==> config.mk <==
export PLATFORM = sky130hd
export DESIGN_NAME = control_unit
export DESIGN_NICKNAME = d
export VERILOG_FILES = /design/src/rtl/control_unit_pkg.sv /design/src/rtl/control_decode.sv /design/src/rtl/control_unit.sv
export SDC_FILE = /design/constraint.sdc
export NUM_CORES = 1
export LEC_CHECK = 0
export CORE_AREA = 4 4 41 43
export CTS_BUF_LIST = sky130_fd_sc_hd__clkbuf_4
export CTS_CLUSTER_DIAMETER = 60
export DETAILED_ROUTE_END_ITERATION = 7
export DIE_AREA = 0 0 45 47
export GPL_TIMING_DRIVEN = 0
export HOLD_SLACK_MARGIN = 0.06
export PLACE_DENSITY_LB_ADDON = 0.05
export SLEW_MARGIN = 20
export SYNTH_ARGS = -nofsm -noshare
export SYNTH_HDL_FRONTEND = slang
export SYNTH_SLANG_ARGS = --single-unit
==> constraint.sdc <==
create_clock -name clk -period 1.2 [get_ports clk]
set_input_delay 0.12 -clock clk [delete_from_list [all_inputs] [get_ports clk]]
set_output_delay 0.12 -clock clk [all_outputs]
set_load 0.005 [all_outputs]
run_1/m1.png
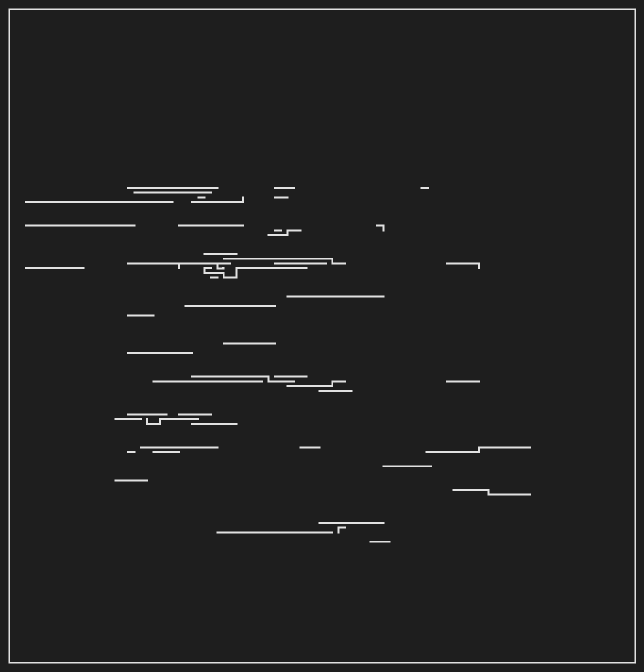
- nets with wire on the layer: 32
- share of all routed wire: 42%
- longest straight run: 10.6 um
- wire length on this layer: 195 um
final wirelength: 468 um
met1 Use GR: 0.05787
Vias: 176

run_1/class_map.png
The bar under the picture is 10 um long.
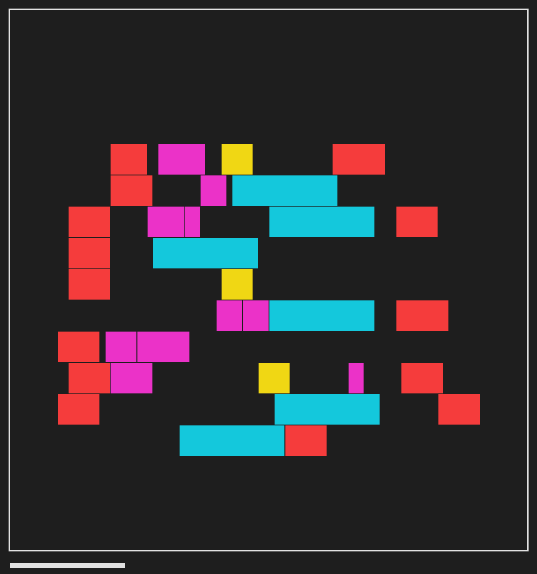
- remaining buffers and delay cells: red (cells 14; share of their area 37%)
- registers: cyan (cells 6; share of their area 38%)
- clock-net drivers: yellow (cells 3; share of their area 5.7%)
- remaining logic cells: magenta (cells 10; share of their area 19%)
placeable core area: 1301 sq um
Core Util, Final: 0.3163
sequential portion of the cell area: 0.3647

run_1/clock_wires.png
The bar under the picture is 10 um long.
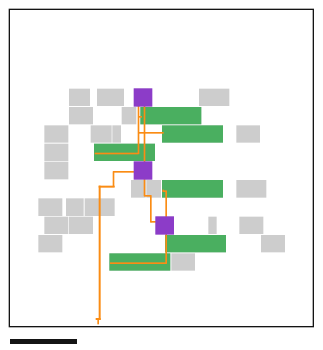
- flip-flops: green (count 6)
- clock-net drivers: purple (count 3)
- clock wires: orange (length 89.9 um)
- routed clock nets: 4
clock power share: 0.400
Clk. pwr: 176 uW
Final Skew: 1.922 ps
Clock Latency Late Sink: 240 ps

==> impl_metrics.json, run 1 <==
{
  "synth_flops": 6,
  "fp_nets": 25,
  "largest_reg_flops": 2,
  "simple_gate_share": 0.1751,
  "power_density_nw_per_um2": 1065,
  "cts_max_level": 1,
  "finalCritPeriodShare": 0.9622,
  "drt-wirelength-per-cell_um": 9.750,
  "cp_top_family": "buffers and inverters",
  "grt_max_degree": 7,
  "post_synth_instance_area_sq_um": 221.5,
  "synth.distinct_cells": 9,
  "synth_warnings": 0,
  "drive_above_1_share": 0.1515,
  "timing.slew.headroom": 0.8545,
  "min_path_type": "input port to asynchronous set/reset pin",
  "p_leak_uw": 0.0002099,
  "grt_pass1_vias": 178,
  "nNetsFinal": 44,
  "endpoint_kind": "primary output",
  "rows": 13,
  "tightest_slew_ps": 217.8,
  "ir_drop_v": 0.0003201,
  "yosys_cells": 16,
  "overflow": 0,
  "first_pass_iters": 2,
  "antenna_found_initial": 0,
  "areaGrowthSynthToFinish_pct": 85.88,
  "clock_sinks": 6,
  "path_class": "flop to primary output",
  "slowest_stage": "clkdlybuf4s50_1",
  "cts_buffers": 3,
  "cp.arrival_ps": 1030,
  "cp.required_ps": 1080,
  "die_width_um": 45,
  "rsz0062_at_grt": "no",
  "cp-start-kind": "flop",
  "ioPinCount": 15,
  "holdWs_ps": 100.3,
  "cts_hold_buf": 0,
  "ys_seq_share": 0.6780,
  "gp_congestion": 0.6688,
  "cts_tree": "done",
  "drt_iter0_markers": 2,
  "top_logic_kind": "simple AND/OR/NAND/NOR gates",
  "rr_worst_depth": 2,
  "clockBufferDepth": 2,
  "outcome": "completed",
  "slowest_delay_ps": 490,
  "cp.depth": 1,
  "maxCapViolations": 0,
  "warnings": 26,
  "compound_area_frac": 0.08475,
  "final_max_slew_viol_count": 0,
  "power.total_uw": 438.5,
  "crit_buf_inv": 1,
  "mux_area_frac": 0.04520,
  "synth_cells": 16,
  "reg2reg_setup_slack_ps": 120,
  "critPathMaxFanout": 1,
  "fin_crit_ps": 1155,
  "die_area_sq_um": 2115,
  "setup_violations": 0,
  "clockRootBuffer": "clkbuf_4",
  "clkTransAtPathRegs_ps": 40,
  "die-height_um": 47
}
-- run 1: kinds of logic (layout without fill, tap and decap cells) --
logic type / Yosys count / count (layout)
AND-OR/OR-AND: 2 / 2
buffers and inverters: 1 / 18
flip-flops: 6 / 6
multiplexers: 1 / 1
AND/OR/NAND/NOR: 6 / 6
-- run 1: synth_stat cells --
library cell	count	area (sq um)
mux2i_1	1	10.01
nor3b_1	1	7.510
dfrtp_1	6	150.1
and2_1	3	18.77
a211oi_1	1	7.510
nor2_1	1	3.750
or3b_1	1	8.760
inv_1	1	3.750
a41o_2	1	11.26
-- run 1: worst reg2reg max path: cells and delay by family (launching register included) --
| family | cells | cell delay, ps |
|---|---|---|
| DFF | 1 | 400 |
| and+or+nand+nor | 1 | 400 |
| AOI/OAI and AO/OA | 1 | 200 |
-- run 1: cell usage in the layout, fill, tap and decap left out --
master / synthesis / final
inv_1: 1 / 1
or3b_1: 1 / 1
and2_1: 3 / 3
clkbuf_4: 0 / 3
dlygate4sd2_1: 0 / 1
dlymetal6s2s_1: 0 / 2
a41o_2: 1 / 1
nor2_1: 1 / 1
mux2i_1: 1 / 1
a211oi_2: 0 / 1
clkdlybuf4s50_1: 0 / 11
nor3b_1: 1 / 1
dfrtp_1: 6 / 6
-- run 1: final cells by class --
class | instances | area, sq um | area share
repair buffers | 14 | 143.9 | 0.3495
flip-flops and latches | 6 | 150.1 | 0.3647
well taps | 15 | 18.77 | 0.04559
clock buffers | 3 | 22.52 | 0.05471
multi-input cells | 9 | 72.57 | 0.1763
inverters | 1 | 3.754 | 0.009119
-- run 1: power breakdown --
| group | internal, uW | leakage (uW) | switching, uW |
|---|---|---|---|
| sequential | 208 | 0.0000786 | 2.29 |
| clock | 112 | 0.0000138 | 63.1 |
| combinational | 35.4 | 0.000117 | 17.4 |
| total | 356 | 0.000210 | 82.7 |
-- run 1: what timing repair did --
action                                  CTS  global route
endpoints found under the setup margin    1             3
gates resized                             1             3
buffers inserted                          0             0
-- run 1: metal layers --
layer,GRT usage,wire [um],vias to the layer above
li1,-,-,90
met1,0.05787,194,70
met2,0.06497,196,14
met3,0.02682,57,2
met4,0.08772,19,0
met5,0,0,-
-- run 1: through the flow --
step | setup WS (ps) | area [sq um] | setup TNS [ps] | utilization
5_1_grt | 1.503 | 411.6 | 0 | 0.3163
4_1_cts | 25.26 | 401.6 | 0 | 0.3087
6_report | 45.41 | 411.6 | 0 | 0.3163
3_5_place_dp | -118.6 | 380.4 | -118.6 | 0.2923
2_1_floorplan | 165.1 | 221.5 | 0 | -
3_3_place_gp | -74.92 | 380.4 | -74.92 | 0.2923
run_1/clock_nets.png
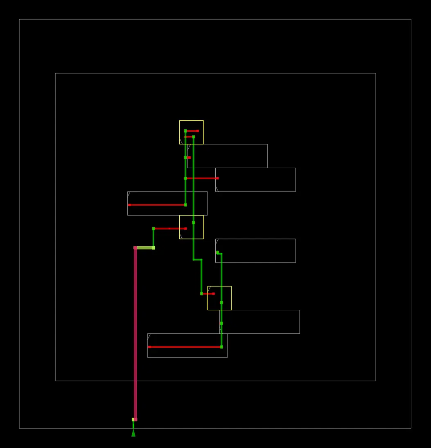

--- run 2 (diff from run 1) ---
- clock period: 1.2 -> 1.07 ns (I/O delays scaled with it)
run_2/clock_nets.png
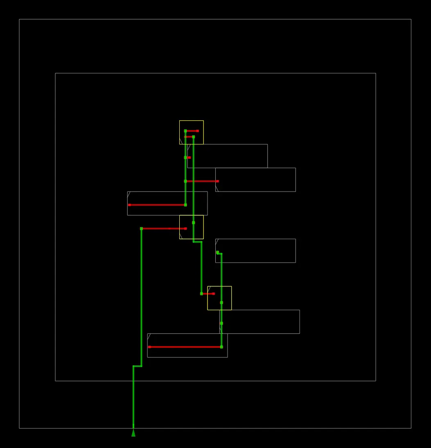
total CTS buffers: 3
Clk. pwr: 196 uW
clock tree sinks: 6
# clk buffers: 3
Clock Latency Late Sink: 230 ps

run_2/m1.png
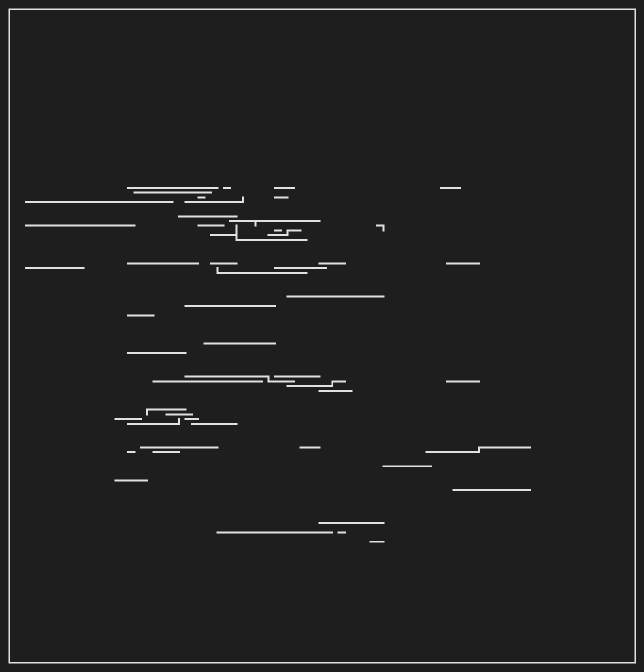
- share of all routed wire: 42%
- main direction: horizontal
met1 Use GR: 0.06019
final wirelength: 472 um

==> impl_metrics.json, run 2 <==
{
  "outcome": "completed",
  "vias_per_cell": 3.667,
  "top_logic_kind": "simple AND/OR/NAND/NOR gates",
  "critPathMaxFanout": 4,
  "finalCritPeriodShare": 0.9558,
  "rsz0062_at_grt": "no",
  "crit_buf_inv": 1,
  "avgSynthCellArea_sq_um": 13.84,
  "cts_hold_buf": 0,
  "drt_iter0_markers": 1,
  "largest_reg_flops": 2,
  "synth_cells": 16,
  "lay_top_count": "clkdlybuf4s50_1",
  "reg2reg_setup_slack_ps": 50,
  "rr_worst_depth": 2,
  "timing.fmax_mhz": 977.8,
  "fp_nets": 25,
  "drc_errors": 0,
  "ys_seq_share": 0.6780,
  "ant_nets": 0,
  "cts_max_level": 1,
  "grt_max_degree": 7,
  "overflow": 0,
  "power_density_nw_per_um2": 1215,
  "synth.distinct_cells": 9,
  "cp.depth": 1,
  "clock_skew_ps": 1.591,
  "yosys_cells": 16,
  "place_ws_ps": -235.6,
  "gr-usage-all-layers": 0.05644,
  "rows": 13,
  "antenna_found_initial": 0,
  "endpoint_kind": "primary output",
  "synth-adder-area-share": 0,
  "num_vias": 176,
  "drt-wirelength-per-cell_um": 9.833,
  "synth_warnings": 0,
  "clkTransAtPathRegs_ps": 40,
  "edf_count": 0,
  "portBuffers": 14,
  "path_cells": "dlygate4sd2_1",
  "cts_tree": "done",
  "grt_pass1_wl_um": 759,
  "fp-utilization": 0.1702,
  "async_flop_share": 1.000,
  "first_pass_iters": 2,
  "common_cells": "dfrtp_1 (6), and2_1 (3)",
  "slowest_delay_ps": 400,
  "ff_type": "dfrtp_1",
  "fin_crit_ps": 1023,
  "setup_violations": 0,
  "synth_flops": 6,
  "postCtsSetupBuffers": 0,
  "p_leak_uw": 0.0001985,
  "mostFrequentLayoutCells": "clkdlybuf4s50_1 (8), dfrtp_1 (6), dlygate4sd2_1 (6)",
  "netlist.area_leader.share": 0.6780,
  "ys_sh_xor": 0,
  "path_class": "flop to primary output",
  "grt_pass1_vias": 181,
  "maxCapViolations": 0,
  "power.total_uw": 489.6,
  "mux_area_frac": 0.04520,
  "yosysTopAreaCell": "dfrtp_1",
  "synth_dominant_cell_count": "dfrtp_1",
  "die-height_um": 47,
  "core-area_sq_um": 1301,
  "simple_gate_share": 0.1751,
  "die_width_um": 45,
  "compound_area_frac": 0.08475,
  "areaGrowthSynthToFinish_pct": 81.92,
  "die_area_sq_um": 2115,
  "diodes": 0,
  "post_synth_instance_area_sq_um": 221.5,
  "gp_congestion": 0.6688,
  "ir_drop_v": 0.0003587,
  "drive_above_1_share": 0.1818,
  "final_max_slew_viol_count": 0,
  "nNetsFinal": 44,
  "cp-start-kind": "flop",
  "cp.arrival_ps": 920,
  "worst_slack_ps": 47.31,
  "ys_area_sq_um": 221.5,
  "cp.required_ps": 960,
  "tightest_slew_ps": 221.0,
  "min_path_type": "input port to asynchronous set/reset pin",
  "ioPinCount": 15,
  "timing.slew.headroom": 0.8524,
  "synth.area.top_cells": "dfrtp_1 (68%), and2_1 (8.5%), a41o_2 (5.1%), mux2i_1 (4.5%), or3b_1 (4.0%)",
  "clockBufferDepth": 2,
  "clockRootBuffer": "clkbuf_4",
  "final_hold_viol_count": 0,
  "warnings": 26,
  "cp_top_family": "flip-flops",
  "slowest_stage": "dfrtp_1"
}
-- run 2: cell counts after synthesis --
No cell type changed its count.
-- run 2: cell families after synthesis --
family,after synthesis
simple gates,6
mux,1
buf+inv,1
flops,6
compound gates,2
-- run 2: repair_timing --
action | CTS | global route
pin swaps | 2 | 0
hold endpoints to repair | 0 | 0
gates cloned | 0 | 0
endpoints found under the setup margin | 7 | 1
gates resized | 7 | 1
-- run 2: final cells by class --
cell class	instances	area, sq um
clock buffers	3	22.52
inverters	1	3.754
fillers	147	898.4
multi-input cells	9	75.07
flip-flops and latches	6	150.1
well taps	15	18.77
repair buffers	14	132.6
-- run 2: power by group --
group	internal, uW	total (uW)	switching [uW]
clock	126	196	69.7
combinational	38.2	57.9	19.6
sequential	233	236	2.75
-- run 2: stage by stage --
step	area (sq um)	TNS (ps)	std cells	hold WS [ps]	util
after floorplan	221.5	0	16	-102.0	-
after global placement	380.4	-191.9	45	339.8	0.2923
after detailed placement	380.4	-235.6	45	342.3	0.2923
after CTS	400.4	0	48	94.83	0.3077
after global routing	402.9	0	48	113.8	0.3096
final	402.9	0	48	88.11	0.3096
-- run 2: layer usage --
metal,vias to the layer above,global-route usage,routed length (um)
met2,12,0.06497,217
met4,0,0.08772,0
met5,-,0,0
met1,74,0.06019,199
li1,90,-,-
met3,0,0.02682,55
Power and IR drop assume default switching activity.
